`src/rtl/hazard_pkg.sv`:
```
// Shared forwarding encodings and the EX operand-select priority helper
// for the hazard/scoreboard unit.
package hazard_pkg;

  localparam logic [1:0] FWD_REG = 2'b00;
  localparam logic [1:0] FWD_WB  = 2'b01;
  localparam logic [1:0] FWD_MEM = 2'b10;

  // EX/MEM result is younger than MEM/WB, so it wins when both match.
  function automatic logic [1:0] fwd_pick(input logic ex_hit, input logic mem_hit);
    logic [1:0] sel;
    if (ex_hit) begin
      sel = FWD_MEM;
    end else if (mem_hit) begin
      sel = FWD_WB;
    end else begin
      sel = FWD_REG;
    end
    return sel;
  endfunction

endpackage

```
`src/rtl/mc_scoreboard.sv`:
```
// Countdown scoreboard for the single in-flight multi-cycle (mult/div) op:
// tracks busy, destination register and the one-cycle writeback pulse.
module mc_scoreboard
  import hazard_pkg::*;
#(
  parameter int RA_W       = 5,
  parameter int MC_LATENCY = 4
) (
  input  logic            clk,
  input  logic            reset,
  input  logic            accept,
  input  logic [RA_W-1:0] dest_in,
  output logic            busy,
  output logic [RA_W-1:0] dest,
  output logic            wb
);

  localparam int CNT_W = $clog2(MC_LATENCY + 1);
  localparam logic [CNT_W-1:0] CNT_LOAD = CNT_W'(MC_LATENCY);
  localparam logic [CNT_W-1:0] CNT_ONE  = CNT_W'(1);

  logic [CNT_W-1:0] cnt_r;

  // Writeback pulse while the counter sits on its last cycle.
  always_comb begin
    wb = 1'b0;
    if (busy && (cnt_r == CNT_ONE)) begin
      wb = 1'b1;
    end else begin
      wb = 1'b0;
    end
  end

  // Load on accept (also in the completion cycle), otherwise count down to idle.
  always_ff @(posedge clk) begin
    if (reset) begin
      busy  <= 1'b0;
      cnt_r <= {CNT_W{1'b0}};
      dest  <= {RA_W{1'b0}};
    end else if (accept) begin
      busy  <= 1'b1;
      cnt_r <= CNT_LOAD;
      dest  <= dest_in;
    end else if (busy) begin
      if (cnt_r == CNT_ONE) begin
        busy  <= 1'b0;
        cnt_r <= {CNT_W{1'b0}};
      end else begin
        cnt_r <= cnt_r - CNT_ONE;
      end
    end else begin
      cnt_r <= cnt_r;
    end
  end

endmodule

```
`src/rtl/hazard_scoreboard_unit.sv`:
```
// ID-stage hazard unit: load-use and multi-cycle hazard stalls, branch flushes,
// registered EX forwarding selects and a saturating stall-cycle counter.
module hazard_scoreboard_unit
  import hazard_pkg::*;
#(
  parameter int RA_W       = 5,
  parameter int MC_LATENCY = 4,
  parameter int STAT_W     = 16
) (
  input  logic              clk,
  input  logic              reset,
  input  logic [RA_W-1:0]   id_rs,
  input  logic [RA_W-1:0]   id_rt,
  input  logic              id_use_rs,
  input  logic              id_use_rt,
  input  logic [RA_W-1:0]   id_rd,
  input  logic              id_reg_write,
  input  logic              id_mc_issue,
  input  logic [RA_W-1:0]   ex_rd,
  input  logic              ex_reg_write,
  input  logic              ex_mem_read,
  input  logic [RA_W-1:0]   mem_rd,
  input  logic              mem_reg_write,
  input  logic              ex_branch_taken,
  output logic              pc_stall,
  output logic              ifid_stall,
  output logic              ifid_flush,
  output logic              idex_flush,
  output logic [1:0]        fwd_a,
  output logic [1:0]        fwd_b,
  output logic              mc_busy,
  output logic              mc_wb,
  output logic [STAT_W-1:0] stall_count
);

  localparam logic [RA_W-1:0]   REG_ZERO  = {RA_W{1'b0}};
  localparam logic [STAT_W-1:0] STAT_MAX  = {STAT_W{1'b1}};
  localparam logic [STAT_W-1:0] STAT_ONE  = STAT_W'(1);

  logic [RA_W-1:0] mc_dest;
  logic hz_lu, hz_raw, hz_waw, hz_str, stall, accept;
  logic ex_ok, mem_ok;

  assign ex_ok  = ex_reg_write && (ex_rd != REG_ZERO);
  assign mem_ok = mem_reg_write && (mem_rd != REG_ZERO);

  assign hz_lu  = ex_mem_read && (ex_rd != REG_ZERO) &&
                  ((id_use_rs && (id_rs == ex_rd)) || (id_use_rt && (id_rt == ex_rd)));
  // RAW deliberately still holds in the mc_wb cycle; the value is only readable after it.
  assign hz_raw = mc_busy && (mc_dest != REG_ZERO) &&
                  ((id_use_rs && (id_rs == mc_dest)) || (id_use_rt && (id_rt == mc_dest)));
  assign hz_waw = mc_busy && (mc_dest != REG_ZERO) &&
                  (id_reg_write || id_mc_issue) && (id_rd == mc_dest);
  assign hz_str = id_mc_issue && mc_busy && !mc_wb;
  assign stall  = !ex_branch_taken && (hz_lu || hz_raw || hz_waw || hz_str);
  assign accept = id_mc_issue && !stall && !ex_branch_taken;

  mc_scoreboard #(
    .RA_W       (RA_W),
    .MC_LATENCY (MC_LATENCY)
  ) u_mc_scoreboard (
    .clk     (clk),
    .reset   (reset),
    .accept  (accept),
    .dest_in (id_rd),
    .busy    (mc_busy),
    .dest    (mc_dest),
    .wb      (mc_wb)
  );

  // Pipeline control: a taken branch squashes and overrides any stall.
  always_comb begin
    pc_stall   = 1'b0;
    ifid_stall = 1'b0;
    ifid_flush = 1'b0;
    idex_flush = 1'b0;
    if (ex_branch_taken) begin
      ifid_flush = 1'b1;
      idex_flush = 1'b1;
    end else if (stall) begin
      pc_stall   = 1'b1;
      ifid_stall = 1'b1;
      idex_flush = 1'b1;
    end else begin
      idex_flush = 1'b0;
    end
  end

  // Forwarding selects for the instruction entering EX; a bubble forwards nothing.
  always_ff @(posedge clk) begin
    if (reset) begin
      fwd_a <= FWD_REG;
      fwd_b <= FWD_REG;
    end else if (idex_flush) begin
      fwd_a <= FWD_REG;
      fwd_b <= FWD_REG;
    end else begin
      fwd_a <= fwd_pick(ex_ok && (ex_rd == id_rs), mem_ok && (mem_rd == id_rs));
      fwd_b <= fwd_pick(ex_ok && (ex_rd == id_rt), mem_ok && (mem_rd == id_rt));
    end
  end

  // Saturating stall-cycle statistic.
  always_ff @(posedge clk) begin
    if (reset) begin
      stall_count <= {STAT_W{1'b0}};
    end else if (stall && (stall_count != STAT_MAX)) begin
      stall_count <= stall_count + STAT_ONE;
    end else begin
      stall_count <= stall_count;
    end
  end

endmodule

```
`config.mk`:
```
export PLATFORM = sky130hd
export DESIGN_NAME = hazard_scoreboard_unit
export DESIGN_NICKNAME = d
export VERILOG_FILES = /design/src/rtl/hazard_pkg.sv /design/src/rtl/mc_scoreboard.sv /design/src/rtl/hazard_scoreboard_unit.sv
export SDC_FILE = /design/constraint.sdc
export NUM_CORES = 1
export LEC_CHECK = 0
export ABC_AREA = 1
export CORE_MARGIN = 2
export CORE_UTILIZATION = 29
export CTS_BUF_LIST = sky130_fd_sc_hd__clkbuf_2 sky130_fd_sc_hd__clkbuf_4 sky130_fd_sc_hd__clkbuf_8
export DETAILED_ROUTE_END_ITERATION = 10
export PLACE_DENSITY_LB_ADDON = 0.25
export SETUP_SLACK_MARGIN = 0.4
export SLEW_MARGIN = 5
export SYNTH_ARGS = -nofsm -noshare
export SYNTH_HDL_FRONTEND = slang
export SYNTH_SLANG_ARGS = --single-unit
```
`constraint.sdc`:
```
create_clock -name clk -period 3.2 [get_ports clk]
set_clock_uncertainty 0.05 [all_clocks]
set_input_delay 0.48 -clock clk [delete_from_list [all_inputs] [get_ports clk]]
set_output_delay 0.48 -clock clk [all_outputs]
set_load 0.01 [all_outputs]
```
run_1/power_grid.png
Scale bar: 20 um. Pins as bars on the die edge.
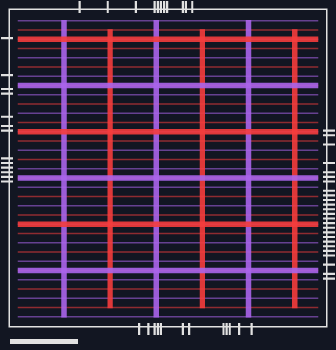
- VDD: red
- VSS: purple
- met5 straps: 6
- signal pins: 61
- met4 straps: 6

run_1/placement_by_type.png
Fill, decap, tap and diode cells in grey.
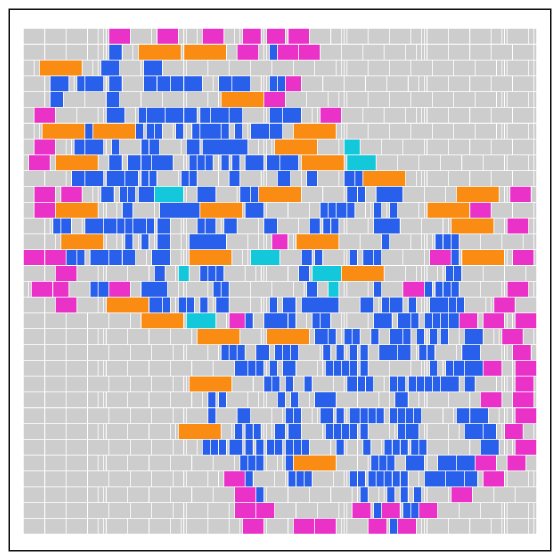
- remaining buffers and delay cells: magenta (cells 64; share of their area 21%)
- clock drivers and dummy loads: cyan (cells 8; share of their area 2.9%)
- sequential cells: orange (cells 29; share of their area 20%)
- combinational and other logic: blue (cells 317; share of their area 56%)
fraction of standard cell area that is sequential: 19.0%
area of all placed cells without fillers: 3060 um2
total number of placement rows: 32
final standard cell utilization of the core: 39.8%
Core Footprint: 7690 um2

run_1/clk_routes.png
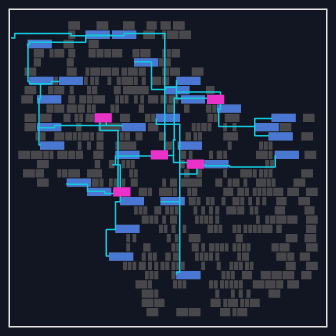
- clock drivers: magenta (count 5)
- flip-flops: blue (count 29)
- clock wires: cyan (length 493 um)
- routed clock nets: 6
P_clk: 0.302 mW
relative contribution of the clock network to total power: 33.6%

==> GITHUB_STEP_SUMMARY, run 1 <==
### Flow metrics

| Metric | Value |
|---|---|
| Fraction of the mapped netlist area in adder cells | `1.64%` |
| Post-CTS setup buffer count | `0` |
| Cell Area, Placed | `2980 um2` |
| Peak Freq | `0.388 GHz` |
| Comb area share | `48.0%` |
| Outcome | `finished clean` |
| Top power group | `sequential cells` |
| Number of warning messages in the logs | `27` |
| Number of search-and-repair iterations in the first detailed-routing pass | `4` |
| Static leakage | `1.39 nW` |
| Metal1 wirelength | `2.97 mm` |
| Finish-stage setup viols | `0` |
| PwrDens | `293 nW/um2` |
| Clock transition at the registers of the reported paths | `70 ps` |
| CTS tree | `built` |
| Clock network area share | `2.82%` |
| Fraction of synthesized cell area in xor and xnor cells | `10.3%` |
| Number of nets still failing antenna checks after routing | `0` |
| Number of buffers other than clock buffers in the final layout | `64` |
| Number of buffers between clock root and the deepest sink | `2` |
| Fill count | `817` |
| Amount of wire on met2 after detailed routing | `2.80 mm` |
| Highest metal layer used by the detailed router | `met4` |
| Internal power consumption | `0.624 mW` |
| DR WL met3 | `349 um` |
| Worst vdd rail ir drop | `151 uV` |
| Proportion of synthesized flip-flops having asynchronous set or reset | `0%` |
| Post-detailed-routing wire length | `6.19 mm` |
| Area of the die | `8640 um2` |
| Number of standard cells reported by yosys | `356` |
| DRC | `0` |
| Worst slew margin | `70.1%` |
| Setup TNS | `0 ps` |
run_1/wires.png
Scale bar: 20 um. Two of the layers only.
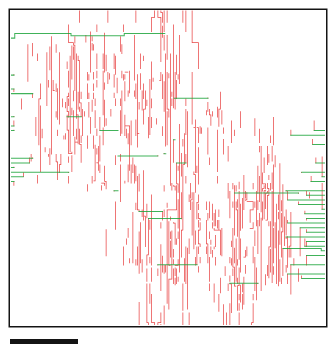

--- run 2 (diff from run 1) ---
Clock period 3.2 ns to 2.6 ns, I/O delays scaled along.
run_2/wires.png
Scale bar: 20 um. Two of the layers only.
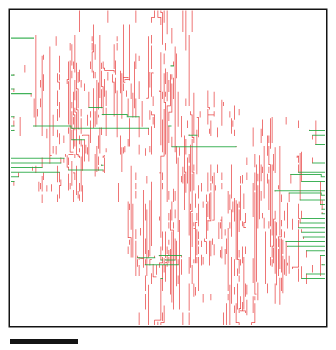
- metal 2: red (wire length 3,020 um)
- metal 3: green (wire length 331 um)

==> run 2 against run 1 <==
Against the previous run:
- global-route usage down 0.097 points
- synthesized cell count unchanged
- clock power up 26%
- first-iteration DRC count down 32%
- combinational power up 34%
- total power up 27%
- highest routed layer unchanged
==> GITHUB_STEP_SUMMARY, run 2 <==
### Flow metrics

| Metric | Value |
|---|---|
| Static leakage | `1.54 nW (was 1.39 nW)` |
| Metal1 wirelength | `2.86 mm (was 2.97 mm)` |
| Comb area share | `45.8% (was 48.0%)` |
| Final standard cell utilization of the core | `42.0% (was 39.8%)` |
| Number of buffers between clock root and the deepest sink | `2 (unchanged)` |
| Fraction of the mapped netlist area in adder cells | `1.64% (unchanged)` |
| Synthesized netlist cell count | `356 (unchanged)` |
| Fill count | `817 (unchanged)` |
| Largest area contributor in the synthesized netlist | `sky130_fd_sc_hd__dfxtp_1 (unchanged)` |
| Setup TNS | `0 ps (unchanged)` |
| Post-CTS setup buffer count | `0 (unchanged)` |
| Number of warning messages in the logs | `27 (unchanged)` |
| Finish-stage setup viols | `0 (unchanged)` |
| Number of buffers other than clock buffers in the final layout | `84 (was 64)` |
| Sw power | `0.329 mW (was 0.273 mW)` |
| Number of clock buffers in the layout | `7 (was 6)` |
| Outcome | `finished clean (unchanged)` |
| Clock network area share | `2.79% (was 2.82%)` |
| Post-detailed-routing wire length | `6.28 mm (was 6.19 mm)` |
| Worst slew margin | `70.5% (was 70.1%)` |
| DRC | `0 (unchanged)` |
| Amount of wire on met2 after detailed routing | `3.02 mm (was 2.80 mm)` |
| Clock transition at the registers of the reported paths | `60 ps (was 70 ps)` |
| Combined global-route utilization of all metal layers | `14.9% (was 15.0%)` |
| Relative contribution of the clock network to total power | `33.6% (about the same)` |
| Core Footprint | `7690 um2 (unchanged)` |
| Cells on worst reg2reg path | `8 (unchanged)` |
| Highest metal layer used by the detailed router | `met4 (unchanged)` |
| Sum of net half-perimeters after detailed placement | `4.82 mm (was 4.73 mm)` |
| Number of input and output port buffers inserted | `60 (unchanged)` |
| Area of the die | `8640 um2 (unchanged)` |
| Worst vdd rail ir drop | `183 uV (was 151 uV)` |
| Top power group | `sequential cells (unchanged)` |
| DR WL met3 | `331 um (was 349 um)` |
| Main combinational cell family by area after synthesis | `simple AND/OR/NAND/NOR gates (unchanged)` |
| CTS tree | `built (unchanged)` |
| Total number of placement rows | `32 (unchanged)` |
| Proportion of synthesized flip-flops having asynchronous set or reset | `0% (unchanged)` |
| Fraction of standard cell area that is sequential | `18.0% (was 19.0%)` |
| Internal power consumption | `0.809 mW (was 0.624 mW)` |
| P_clk | `0.382 mW (was 0.302 mW)` |
| Peak Freq | `0.479 GHz` |
| Number of standard cells reported by yosys | `356 (unchanged)` |
| Fraction of synthesized cell area in xor and xnor cells | `10.3% (unchanged)` |
| Cell Area, Placed | `3130 um2 (was 2980 um2)` |
| Area of all placed cells without fillers | `3230 um2 (was 3060 um2)` |
| Number of nets still failing antenna checks after routing | `0 (unchanged)` |
Power and IR drop assume default switching activity.
